==> run_1/clock_nets.png <==
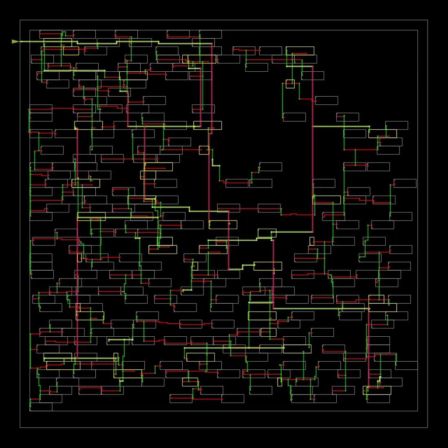
==> run_1/floorplan.png <==
Drawn at 3 px/micron. Pins as bars on the die edge.
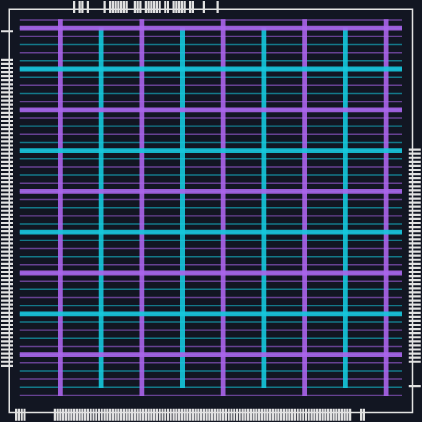
==> run_1/clock_wires.png <==
Drawn at 2 px/micron.
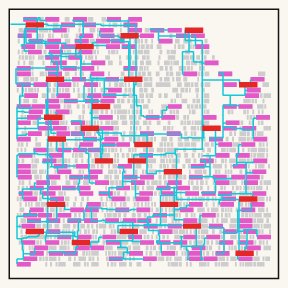
## config.mk

```make
export PLATFORM = sky130hd
export DESIGN_NAME = neorv32_wb_bridge_flat
export DESIGN_NICKNAME = d
export VERILOG_FILES = /design/src/rtl/neorv32_wb_bridge_pkg.sv /design/src/rtl/neorv32_wb_bridge_if.sv /design/src/rtl/neorv32_wb_req_latch.sv /design/src/rtl/neorv32_wb_bridge.sv /design/src/flat_wrapper.sv
export SDC_FILE = /design/constraint.sdc
export NUM_CORES = 1
export LEC_CHECK = 0
export CAP_MARGIN = 20
export CORE_MARGIN = 3
export CORE_UTILIZATION = 60
export DETAILED_ROUTE_END_ITERATION = 10
export DONT_BUFFER_PORTS = 1
export GPL_TIMING_DRIVEN = 0
export PLACE_DENSITY = 0.79
export SYNTH_ARGS = -nofsm -noshare
export SYNTH_HDL_FRONTEND = slang
export SYNTH_SLANG_ARGS = --single-unit
export TNS_END_PERCENT = 50
```

## constraint.sdc

```tcl
create_clock -name clk -period 3.78 [get_ports clk]
set_clock_uncertainty 0.1 [all_clocks]
set_input_delay 1.134 -clock clk [delete_from_list [all_inputs] [get_ports clk]]
set_output_delay 1.134 -clock clk [all_outputs]
set_load 0.1 [all_outputs]
```

## src/rtl/neorv32_wb_bridge_pkg.sv

```systemverilog
// neorv32_wb_bridge_pkg: shared types for the neorv32 bus to Wishbone bridge
package neorv32_wb_bridge_pkg;
    typedef enum logic [1:0] {IDLE, BUS, RESP} state_t;
    typedef enum logic {SEL_IBUS, SEL_DBUS} port_sel_t;
    typedef struct packed {
        logic [31:0] addr;
        logic [31:0] data;
        logic [3:0]  ben;
        logic        rw;
    } bus_req_t;
    localparam logic [3:0] BEN_ALL = 4'hF;
endpackage

```

## src/rtl/neorv32_wb_bridge_if.sv

```systemverilog
// neorv32_wb_bridge_if: CPU ibus/dbus request-response ports plus the Wishbone initiator bus
interface neorv32_wb_bridge_if;
    logic        ibus_req_stb;
    logic [31:0] ibus_req_addr;
    logic [31:0] ibus_rsp_data;
    logic        ibus_rsp_ack;
    logic        ibus_rsp_err;
    logic        dbus_req_stb;
    logic        dbus_req_rw;
    logic [31:0] dbus_req_addr;
    logic [31:0] dbus_req_data;
    logic [3:0]  dbus_req_ben;
    logic [31:0] dbus_rsp_data;
    logic        dbus_rsp_ack;
    logic        dbus_rsp_err;
    logic        core_cyc;
    logic        core_stb;
    logic        core_we;
    logic [3:0]  core_wstrb;
    logic [31:0] core_addr;
    logic [31:0] core_data_out;
    logic [31:0] core_data_in;
    logic        core_ack;
    modport slave (
        input  ibus_req_stb, ibus_req_addr,
        output ibus_rsp_data, ibus_rsp_ack, ibus_rsp_err,
        input  dbus_req_stb, dbus_req_rw, dbus_req_addr, dbus_req_data, dbus_req_ben,
        output dbus_rsp_data, dbus_rsp_ack, dbus_rsp_err,
        output core_cyc, core_stb, core_we, core_wstrb, core_addr, core_data_out,
        input  core_data_in, core_ack
    );
    modport master (
        output ibus_req_stb, ibus_req_addr,
        input  ibus_rsp_data, ibus_rsp_ack, ibus_rsp_err,
        output dbus_req_stb, dbus_req_rw, dbus_req_addr, dbus_req_data, dbus_req_ben,
        input  dbus_rsp_data, dbus_rsp_ack, dbus_rsp_err,
        input  core_cyc, core_stb, core_we, core_wstrb, core_addr, core_data_out,
        output core_data_in, core_ack
    );
endinterface

```

## src/rtl/neorv32_wb_req_latch.sv

```systemverilog
// neorv32_wb_req_latch: holds one port's outstanding request until its response is issued
module neorv32_wb_req_latch
    import neorv32_wb_bridge_pkg::*;
(
    input  logic     clk,
    input  logic     rst,
    input  logic     stb,
    input  bus_req_t req_in,
    input  logic     clr,
    output logic     pending,
    output bus_req_t req
);
    logic     pend_q, pend_d;
    bus_req_t req_q, req_d;

    // a re-strobe while still outstanding is dropped so the in-flight fields stay intact
    always_comb begin
        pend_d = (pend_q & ~clr) | (stb & ~pend_q);
        req_d  = (stb && !pend_q) ? req_in : req_q;
    end

    always_ff @(posedge clk) begin
        if (rst) begin
            pend_q <= 1'b0;
            req_q  <= '0;
        end else begin
            pend_q <= pend_d;
            req_q  <= req_d;
        end
    end

    assign pending = pend_q;
    assign req     = req_q;

    a_no_restrobe: assert property (@(posedge clk) disable iff (rst) !(stb && pend_q));
endmodule

```

## src/rtl/neorv32_wb_bridge.sv

```systemverilog
// neorv32_wb_bridge: arbitrates neorv32 ibus/dbus requests onto one Wishbone-classic initiator
module neorv32_wb_bridge
    import neorv32_wb_bridge_pkg::*;
#(
    parameter int unsigned TIMEOUT_CYCLES = 255,
    parameter bit          DBUS_PRIORITY  = 1'b1
) (
    input logic                 clk,
    input logic                 rst,
    neorv32_wb_bridge_if.slave  bus
);
    state_t      state_q, state_d;
    port_sel_t   sel_q, sel_d;
    logic [31:0] cnt_q, cnt_d, rdata_q, rdata_d;
    logic        err_q, err_d;
    logic        i_ack_q, i_ack_d, i_err_q, i_err_d, d_ack_q, d_ack_d, d_err_q, d_err_d;
    logic [31:0] i_data_q, i_data_d, d_data_q, d_data_d;
    logic        i_pend, d_pend, i_clr, d_clr, i_any, d_any, in_bus, fire;
    bus_req_t    i_req, d_req, req;

    neorv32_wb_req_latch u_ilatch (
        .clk     (clk),
        .rst     (rst),
        .stb     (bus.ibus_req_stb),
        .req_in  ('{addr: bus.ibus_req_addr, data: 32'h0, ben: BEN_ALL, rw: 1'b0}),
        .clr     (i_clr),
        .pending (i_pend),
        .req     (i_req)
    );

    neorv32_wb_req_latch u_dlatch (
        .clk     (clk),
        .rst     (rst),
        .stb     (bus.dbus_req_stb),
        .req_in  ('{addr: bus.dbus_req_addr, data: bus.dbus_req_data, ben: bus.dbus_req_ben, rw: bus.dbus_req_rw}),
        .clr     (d_clr),
        .pending (d_pend),
        .req     (d_req)
    );

    // a strobe arriving in IDLE is granted the same cycle; its fields are read from the latch once in BUS
    assign i_any = i_pend | bus.ibus_req_stb;
    assign d_any = d_pend | bus.dbus_req_stb;

    always_ff @(posedge clk) begin
        if (rst) begin
            state_q  <= IDLE;
            sel_q    <= SEL_IBUS;
            cnt_q    <= '0;
            rdata_q  <= '0;
            err_q    <= 1'b0;
            i_ack_q  <= 1'b0;
            i_err_q  <= 1'b0;
            i_data_q <= '0;
            d_ack_q  <= 1'b0;
            d_err_q  <= 1'b0;
            d_data_q <= '0;
        end else begin
            state_q  <= state_d;
            sel_q    <= sel_d;
            cnt_q    <= cnt_d;
            rdata_q  <= rdata_d;
            err_q    <= err_d;
            i_ack_q  <= i_ack_d;
            i_err_q  <= i_err_d;
            i_data_q <= i_data_d;
            d_ack_q  <= d_ack_d;
            d_err_q  <= d_err_d;
            d_data_q <= d_data_d;
        end
    end

    always_comb begin
        state_d = state_q;
        sel_d   = sel_q;
        cnt_d   = cnt_q;
        rdata_d = rdata_q;
        err_d   = err_q;
        case (state_q)
            IDLE: if (i_any || d_any) begin
                state_d = BUS;
                sel_d   = (d_any && (DBUS_PRIORITY || !i_any)) ? SEL_DBUS : SEL_IBUS;
                cnt_d   = '0;
                err_d   = 1'b0;
            end
            BUS: if (bus.core_ack) begin
                state_d = RESP;
                rdata_d = bus.core_data_in;
            end else if (TIMEOUT_CYCLES != 0 && cnt_q + 32'd1 == TIMEOUT_CYCLES) begin
                state_d = RESP;
                err_d   = 1'b1;
            end else begin
                cnt_d = cnt_q + 32'd1;
            end
            default: state_d = IDLE;
        endcase
    end

    // responses are registered out of RESP, so the pulse lands one cycle after RESP
    always_comb begin
        req      = (sel_q == SEL_DBUS) ? d_req : i_req;
        in_bus   = state_q == BUS;
        fire     = state_q == RESP;
        i_clr    = fire && sel_q == SEL_IBUS;
        d_clr    = fire && sel_q == SEL_DBUS;
        i_ack_d  = i_clr && !err_q;
        i_err_d  = i_clr && err_q;
        d_ack_d  = d_clr && !err_q;
        d_err_d  = d_clr && err_q;
        i_data_d = i_clr ? (err_q ? '0 : rdata_q) : i_data_q;
        d_data_d = d_clr ? ((err_q || req.rw) ? '0 : rdata_q) : d_data_q;
    end

    assign bus.core_cyc      = in_bus;
    assign bus.core_stb      = in_bus;
    assign bus.core_we       = in_bus & req.rw;
    assign bus.core_wstrb    = in_bus ? (req.rw ? req.ben : BEN_ALL) : 4'h0;
    assign bus.core_addr     = in_bus ? {req.addr[31:2], 2'b00} : 32'h0;
    assign bus.core_data_out = in_bus ? req.data : 32'h0;
    assign bus.ibus_rsp_ack  = i_ack_q;
    assign bus.ibus_rsp_err  = i_err_q;
    assign bus.ibus_rsp_data = i_data_q;
    assign bus.dbus_rsp_ack  = d_ack_q;
    assign bus.dbus_rsp_err  = d_err_q;
    assign bus.dbus_rsp_data = d_data_q;
endmodule

```

## src/flat_wrapper.sv

```systemverilog
// flat-port wrapper written by rule: the top's interface ports become plain ports
module neorv32_wb_bridge_flat import neorv32_wb_bridge_pkg::*;
#(
    parameter int unsigned TIMEOUT_CYCLES = 255,
    parameter bit          DBUS_PRIORITY  = 1'b1
)
  (clk, rst, bus_ibus_req_stb, bus_ibus_req_addr, bus_ibus_rsp_data, bus_ibus_rsp_ack, bus_ibus_rsp_err, bus_dbus_req_stb, bus_dbus_req_rw, bus_dbus_req_addr, bus_dbus_req_data, bus_dbus_req_ben, bus_dbus_rsp_data, bus_dbus_rsp_ack, bus_dbus_rsp_err, bus_core_cyc, bus_core_stb, bus_core_we, bus_core_wstrb, bus_core_addr, bus_core_data_out, bus_core_data_in, bus_core_ack);
  neorv32_wb_bridge_if bus_i ();
  input logic clk;
  input logic rst;
  input wire logic [$bits(bus_i.ibus_req_stb)-1:0] bus_ibus_req_stb;
  input wire logic [$bits(bus_i.ibus_req_addr)-1:0] bus_ibus_req_addr;
  output wire logic [$bits(bus_i.ibus_rsp_data)-1:0] bus_ibus_rsp_data;
  output wire logic [$bits(bus_i.ibus_rsp_ack)-1:0] bus_ibus_rsp_ack;
  output wire logic [$bits(bus_i.ibus_rsp_err)-1:0] bus_ibus_rsp_err;
  input wire logic [$bits(bus_i.dbus_req_stb)-1:0] bus_dbus_req_stb;
  input wire logic [$bits(bus_i.dbus_req_rw)-1:0] bus_dbus_req_rw;
  input wire logic [$bits(bus_i.dbus_req_addr)-1:0] bus_dbus_req_addr;
  input wire logic [$bits(bus_i.dbus_req_data)-1:0] bus_dbus_req_data;
  input wire logic [$bits(bus_i.dbus_req_ben)-1:0] bus_dbus_req_ben;
  output wire logic [$bits(bus_i.dbus_rsp_data)-1:0] bus_dbus_rsp_data;
  output wire logic [$bits(bus_i.dbus_rsp_ack)-1:0] bus_dbus_rsp_ack;
  output wire logic [$bits(bus_i.dbus_rsp_err)-1:0] bus_dbus_rsp_err;
  output wire logic [$bits(bus_i.core_cyc)-1:0] bus_core_cyc;
  output wire logic [$bits(bus_i.core_stb)-1:0] bus_core_stb;
  output wire logic [$bits(bus_i.core_we)-1:0] bus_core_we;
  output wire logic [$bits(bus_i.core_wstrb)-1:0] bus_core_wstrb;
  output wire logic [$bits(bus_i.core_addr)-1:0] bus_core_addr;
  output wire logic [$bits(bus_i.core_data_out)-1:0] bus_core_data_out;
  input wire logic [$bits(bus_i.core_data_in)-1:0] bus_core_data_in;
  input wire logic [$bits(bus_i.core_ack)-1:0] bus_core_ack;
  assign bus_i.ibus_req_stb = bus_ibus_req_stb;
  assign bus_i.ibus_req_addr = bus_ibus_req_addr;
  assign bus_ibus_rsp_data = bus_i.ibus_rsp_data;
  assign bus_ibus_rsp_ack = bus_i.ibus_rsp_ack;
  assign bus_ibus_rsp_err = bus_i.ibus_rsp_err;
  assign bus_i.dbus_req_stb = bus_dbus_req_stb;
  assign bus_i.dbus_req_rw = bus_dbus_req_rw;
  assign bus_i.dbus_req_addr = bus_dbus_req_addr;
  assign bus_i.dbus_req_data = bus_dbus_req_data;
  assign bus_i.dbus_req_ben = bus_dbus_req_ben;
  assign bus_dbus_rsp_data = bus_i.dbus_rsp_data;
  assign bus_dbus_rsp_ack = bus_i.dbus_rsp_ack;
  assign bus_dbus_rsp_err = bus_i.dbus_rsp_err;
  assign bus_core_cyc = bus_i.core_cyc;
  assign bus_core_stb = bus_i.core_stb;
  assign bus_core_we = bus_i.core_we;
  assign bus_core_wstrb = bus_i.core_wstrb;
  assign bus_core_addr = bus_i.core_addr;
  assign bus_core_data_out = bus_i.core_data_out;
  assign bus_i.core_data_in = bus_core_data_in;
  assign bus_i.core_ack = bus_core_ack;
  neorv32_wb_bridge #(.TIMEOUT_CYCLES(TIMEOUT_CYCLES), .DBUS_PRIORITY(DBUS_PRIORITY)) u_core (.clk(clk), .rst(rst), .bus(bus_i));
endmodule
```

==> Changelog: implementation, run 1 <==
### Metrics

* Max IR drop VDD at 0.435 mV
* Placed Instances at 1449
* Final setup margin at 0.0532 ns
* Area leader share at 0.479
* GR Util All Layers at 0.324
* IO Pins at 277
* Sequential share of power at 0.466
* Layout cell share with drive strength beyond 1 at 0.109
* Yosys top cell by area: dfxtp_1
* Hold path start: u_core.u_dlatch.req[7]
* Critical Path Start: u_core.state_q[1]
* Reg2Reg Depth at 10
* Synthesis area per yosys at approximately 9800 sq um
* Min-Delay Path Class: reg2reg
* Hold endpoint: u_core.u_dlatch.req[7]
* Slowest stage delay, CP at about 0.88 ns
* Pwr per Cell Area at roughly 500 nW/um^2
* Total gr overflow at 0
* Antenna Nets Post-Route at 0
* Post-Route WL at 30500 microns
* Clk Latency, worst-skew pair at 0.52 ns
* Pint at 4.06 mW
* Reg2reg start: u_core.cnt_q[1]
* Area grow syn2layout at 14.9%
* Top FF cell, synth: dfxtp_1
* Hold WS at 0.354 ns
* Design Power at 5.63 mW
* Starting density of the core at 0.616
* CTS tree: yes
* Switch share at 0.278
* Post-DP Area at between 10000 and 15000 sq um
* Status: finished, final reports clean
* WS Path Type: reg2out
* Combinational power share at 0.122
* Largest net degree at the start of global routing at 14
* Syn Std Cell Area at 9820 sq um
* Die area at 17900 sq um
* Post-synth regs at between 200 and 250
* 1st-pass router iterations at 5
* Top cell excl fill/tap: nand2_1
* Clock root buffer: clkbuf_16
* Syn_area_per_cell at 7.97 sq um
* Vias/cell at 6.22
* Critical path's slowest cell: nor2_2
* Critical path depth at 4
* Data required time at the worst endpoint at 2.55 ns
* First-pass GRT wire length at 47500 microns
## Picture notes: clock_nets.png
total CTS buffers: 24
registers: 235

## Picture notes: floorplan.png
- cyan: VDD
- purple: VSS
- met1 rails: 47
- met4 straps: 9

## Picture notes: clock_wires.png
- cyan: clock wires (length 2640 microns)
- red: clock-net drivers (count 24)
- magenta: flip-flops (count 235)
- flops lie: widely spread

==> run 1: cells by family (layout without fill, tap and decap cells) <==
family	after synthesis	in the layout	share of synthesized area
flops	235	235	0.479
compound gates	303	303	0.187
mux	31	31	0.0316
other cells	1	2	0.000382
buf+inv	110	153	0.0456
simple gates	541	541	0.246
fa+ha+maj	2	2	0.00255
xor+xnor	8	8	0.00714
==> run 1: routing by layer <==
| metal | routed length, microns | vias up | track usage |
|---|---|---|---|
| met1 | 11600 | 4379 | 0.389 |
| met3 | 3120 | 94 | 0.0979 |
| met2 | 14600 | 488 | 0.548 |
| li1 | - | 4320 | - |
| met4 | 1230 | 0 | 0.126 |
| met5 | 0 | - | 0 |
==> run 1: power by group through the flow <==
stage          logic, mW  clock network, mW  registers [mW]
6_report           0.684               2.32            2.62
3_5_place_dp       0.625                  0            2.67
4_1_cts            0.672               2.33            2.62
3_3_place_gp       0.600                  0            2.67
5_1_grt            0.727               2.43            2.63
2_1_floorplan      0.490                  0            2.66
==> run 1: state kept, by name (all words and copies together), names as in the netlist <==
name,flops
u_core.bus.dbus_rsp_err,1
u_core.bus.dbus_rsp_data,32
u_core.bus.ibus_rsp_data,32
u_core.u_dlatch.pending,1
u_core.u_ilatch.req,30
u_core.state_q,2
u_core.bus.dbus_rsp_ack,1
u_core.bus.ibus_rsp_err,1
u_core.err_q,1
u_core.sel_q,1
u_core.bus.ibus_rsp_ack,1
u_core.rdata_q,32
u_core.cnt_q,32
u_core.u_dlatch.req,67
u_core.u_ilatch.pending,1
==> run 1: layout make-up <==
cell class / instances / area [sq um]
flip-flops and latches: 235 / 4700
multi-input cells: 887 / 5020
clock buffers: 35 / 702
inverters: 9 / 37.5
well taps: 216 / 270
clock inverters: 6 / 72.6
repair buffers: 4 / 27.5
fillers: 1322 / 4660
plain buffers: 99 / 443
==> inputs of run 2 (changes only) <==
- HOLD_SLACK_MARGIN: default -> 0.12
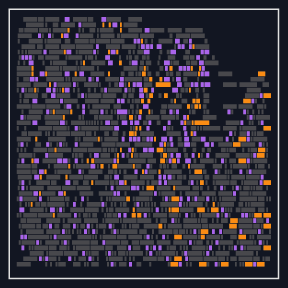
(run_2/gates.png)
Drawn at 2 px/micron.
- purple: aoi and oai cells (cells 274; where widely spread)
- orange: nor cells (cells 133)

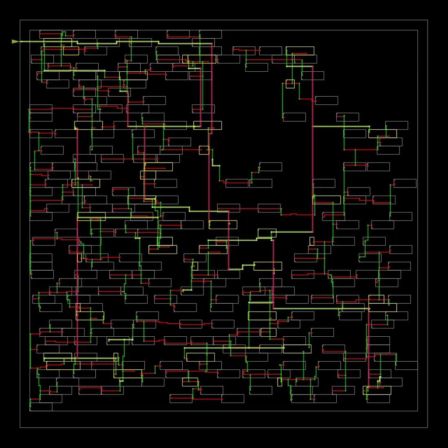
(run_2/clock_nets.png)
P_clk: 2.32 mW
Clk Latency, worst-skew pair: 0.52 ns

==> run 2 against run 1 <==
Combinational power about the same. Critical path type unchanged. Critical path depth unchanged. Global-route usage unchanged. Flip-flop count unchanged. Critical endpoint unchanged. Fmax unchanged. Final cell count unchanged. Non-clock buffer count unchanged.
==> Changelog: implementation, run 2 <==
### Metrics

* First-pass GRT wire length at 47500 microns (unchanged)
* CTS tree: yes (unchanged)
* Largest logic family: simple AND/OR/NAND/NOR gates (unchanged)
* Routing usage on met2 at 0.548 (unchanged)
* Vias/cell at 6.22 (unchanged)
* Logic area at 5020 sq um (unchanged)
* IO Pins at 277 (unchanged)
* Hold WS at 0.354 ns (unchanged)
* Critical path's slowest cell: nor2_2 (unchanged)
* Clock network area share at 0.0687 (unchanged)
* Area grow syn2layout at 14.9% (unchanged)
* Post-Route WL at 30500 microns (unchanged)
* Die area at 17900 sq um (unchanged)
* 1st-pass router iterations at 5 (unchanged)
* Multi-input combinational area share at 0.445 (unchanged)
* GRT busiest layer: met2 (unchanged)
* Dominant class by area: multi-input combinational cells (unchanged)
* Yosys top cell by area: dfxtp_1 (unchanged)
* Design Power at 5.63 mW (unchanged)
* Top FF cell, synth: dfxtp_1 (unchanged)
* Data buffer area share at 0.0417 (unchanged)
* Slowest stage delay, CP at 0.88 ns (about the same)
* Data required time at the worst endpoint at 2.55 ns (about the same)
* Final setup margin at 0.0532 ns (unchanged)
* Basic Gates by Area at 0.246 (unchanged)
* Total gr overflow at 0 (unchanged)
* Layout cell share with drive strength beyond 1 at 0.109 (unchanged)
* Yosys aoi share at 0.187 (unchanged)
* Yosys xor share at 0.00714 (unchanged)
* Met1 Track Usage GR at 0.389 (unchanged)
* Synthesis area per yosys at 9820 sq um (unchanged)
* Status: finished, final reports clean (unchanged)
* Fill count at 1322 (unchanged)
* Max IR drop VDD at 0.435 mV (unchanged)
* Largest net degree at the start of global routing at 14 (unchanged)
* Pwr per Cell Area at 499 nW/um^2 (unchanged)
* Flop area at 4700 sq um (unchanged)
* Min-Delay Path Class: reg2reg (unchanged)
* GR Util All Layers at 0.324 (unchanged)
* GRT met3 Usage at 0.0979 (unchanged)
* Antenna Nets Post-Route at 0 (unchanged)
* WS Path Type: reg2out (unchanged)
* Starting density of the core at 0.616 (unchanged)
* Registers at 235 (unchanged)
* Post-synth regs at 235 (unchanged)
* Total CTS buffers at 24 (unchanged)
* Largest register FFs at 67 (unchanged)
==> run 2: cell counts after synthesis <==
No cell type changed its count.
==> run 2: routing by layer <==
metal	vias up	routed length, microns
met4	0	1230
met2	488	14600
met5	-	0
li1	4320	-
met3	94	3120
met1	4379	11600
==> run 2: cell families after synthesis <==
family          count (synthesis)
simple gates                  541
xor+xnor                        8
fa+ha+maj                       2
compound gates                303
mux                            31
other cells                     1
flops                         235
buf+inv                       110
==> run 2: worst paths after layout <==
kind / from / endpoint / slack (ns) / cells past startpoint
max: u_core.state_q[1] / bus_core_wstrb[3] / 0.05 / 4
min: u_core.u_dlatch.req[7] / u_core.u_dlatch.req[7] / 0.35 / 2
max reg2reg: u_core.cnt_q[1] / u_core.cnt_q[8] / 0.25 / 10
min reg2reg: u_core.u_dlatch.req[7] / u_core.u_dlatch.req[7] / 0.35 / 2
==> run 2: worst register-to-register path, stage by stage, from the launching register on <==
cell	delay [ns]
dfxtp_1	0.52
ha_1	0.35
nand3_1	0.22
nor4_1	0.68
xnor2_1	0.22
o2111ai_1	0.15
and4bb_1	0.38
o2111ai_2	0.20
nand3_2	0.27
buf_4	0.25
o31ai_1	0.08
==> run 2: repair_timing <==
action	in CTS	in global routing
hold buffers	0	0
pin swaps	1	1
setup endpoints to repair	69	57
setup buffers	2	0
resized	95	4
==> run 2: where the power goes <==
part / internal (mW) / switching (mW) / total (mW)
Clock: 1.35 / 0.966 / 2.32
Combinational: 0.146 / 0.537 / 0.684
Sequential: 2.56 / 0.0630 / 2.62
==> inputs of run 3 (changes only) <==
- GPL_TIMING_DRIVEN: 0 -> default
- SKIP_CTS_REPAIR_TIMING: default -> 1
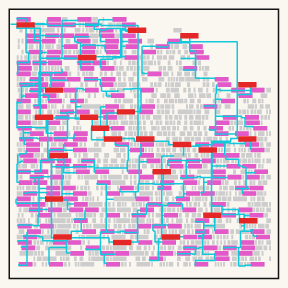
(run_3/clock_wires.png)
Drawn at 2 px/micron.
- magenta: flip-flops (count 235)
- red: clock-net drivers (count 23)
- cyan: clock wires (length 2540 microns)
- flops lie: widely spread

==> run 3 against run 2 <==
Die area did not move. First-iteration DRC count fell by 2.3%. Area after synthesis did not move. Final cell count fell by 0.60%. Clock-buffer cell count fell by 9. Global-route usage fell by 2.7 points. Via count fell by 2.9%.
==> Changelog: implementation, run 3 <==
### Metrics

* Syn Std Cell Area at 9820 sq um (unchanged)
* Max IR drop VDD at 0.512 mV (was 0.435 mV)
* Yosys xor share at 0.00714 (unchanged)
* First-pass GRT wire length at 44400 microns (was 47500 microns)
* Layout cell share with drive strength beyond 1 at 0.146 (was 0.109)
* Hold WS at 0.350 ns (was 0.354 ns)
* Data required time at the worst endpoint at 4.08 ns (was 2.55 ns)
* Die area at 17900 sq um (unchanged)
* Clock root buffer: clkbuf_16 (unchanged)
* Pwr per Cell Area at 493 nW/um^2 (was 499 nW/um^2)
* Min-Delay Path Class: reg2reg (unchanged)
* Critical path's slowest cell: or4_1 (was nor2_2)
* Area grow syn2layout at 20.0% (was 14.9%)
* Yosys top cell by area: dfxtp_1 (unchanged)
* Slowest stage delay, CP at 0.55 ns (was 0.88 ns)
* Basic Gates by Area at 0.246 (unchanged)
* Clk Latency, worst-skew pair at 0.52 ns (about the same)
* CTS tree: yes (unchanged)
* Post-Route WL at 28100 microns (was 30500 microns)
* Total gr overflow at 0 (unchanged)
* Largest net degree at the start of global routing at 192 (was 14)
* R2R Setup Slk at 0.30 ns (was 0.25 ns)
* Syn_area_per_cell at 7.97 sq um (unchanged)
* GR Util All Layers at 0.298 (was 0.324)
* Vias/cell at 6.08 (was 6.22)
* Antenna Nets Post-Route at 0 (unchanged)
* IO Pins at 277 (unchanged)
* Area leader share at 0.479 (unchanged)
* Area fraction in mux cells at 0.0316 (unchanged)
* Top cell excl fill/tap: nand2_1 (unchanged)
* R2r endpoint: u_core.cnt_q[19] (was u_core.cnt_q[8])
* Reg2reg start: u_core.cnt_q[1] (unchanged)
* Largest logic family: simple AND/OR/NAND/NOR gates (unchanged)
* Status: finished, final reports clean (unchanged)
* WS Path Type: reg2reg (was reg2out)
* Reg2Reg Depth at 9 (was 10)
* Adder share at 0.00255 (unchanged)
* Yosys aoi share at 0.187 (unchanged)
* Starting density of the core at 0.616 (unchanged)
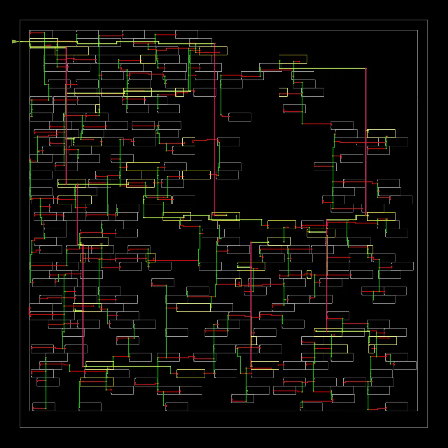
(run_3/clock_nets.png)
clk_buf instances: 26
total CTS buffers: 23
P_clk: 2.57 mW
Clock Sinks: 235

==> run 3: layer usage <==
layer  GRT usage  vias to the layer above  share of wire
met3      0.0956                       65           0.10
met1       0.367                     4227           0.38
met2       0.494                      417           0.48
li1            -                     4300              -
met5           0                        -              0
met4       0.102                        0          0.035
==> run 3: tightest hold or removal path, stage by stage (launching register included) <==
cell and delay (ns):
dfxtp_1 0.31, nand2_1 0.05, a21oi_1 0.05
==> run 3: cell type report <==
cell class / instances / area (sq um)
inverter: 9 / 33.8
clock buffer: 26 / 597
tap: 216 / 270
multi-input combinational: 887 / 4790
sequential: 235 / 4710
clock inverter: 16 / 260
fill: 1170 / 4160
timing repair buffer: 93 / 1120
==> run 3: metrics by stage <==
step | cells | power, mW | area (sq um) | setup slack [ns]
5_1_grt | 1482 | 5.98 | 11800 | 0.0730
3_5_place_dp | 1440 | 3.29 | 10900 | 0.350
6_report | 1482 | 5.81 | 11800 | 0.299
3_3_place_gp | 1440 | 3.27 | 10900 | 0.573
4_1_cts | 1482 | 5.84 | 11800 | 0.281
2_1_floorplan | 1232 | 3.15 | 9820 | 0.00209
==> run 3: power by group <==
group	leakage (nW)	total [mW]	switching (mW)	internal, mW
Clock	0.418	2.57	0.999	1.57
Sequential	1.91	2.62	0.0644	2.56
Combinational	2.07	0.617	0.454	0.162
==> run 3: how the worst max path moves through the flow <==
stage	start	cells past startpoint	endpoint	slack (ns)
after floorplan	u_core.sel_q	4	bus_core_addr[10]	0.002
after global placement	u_core.cnt_q[1]	9	u_core.cnt_q[22]	0.57
after detailed placement	u_core.cnt_q[1]	9	u_core.cnt_q[19]	0.35
after CTS	u_core.cnt_q[1]	9	u_core.cnt_q[22]	0.28
after global routing	u_core.cnt_q[1]	9	u_core.cnt_q[19]	0.07
final	u_core.cnt_q[1]	9	u_core.cnt_q[19]	0.30
No activity file was given, so power comes from the tool's default toggle rates.
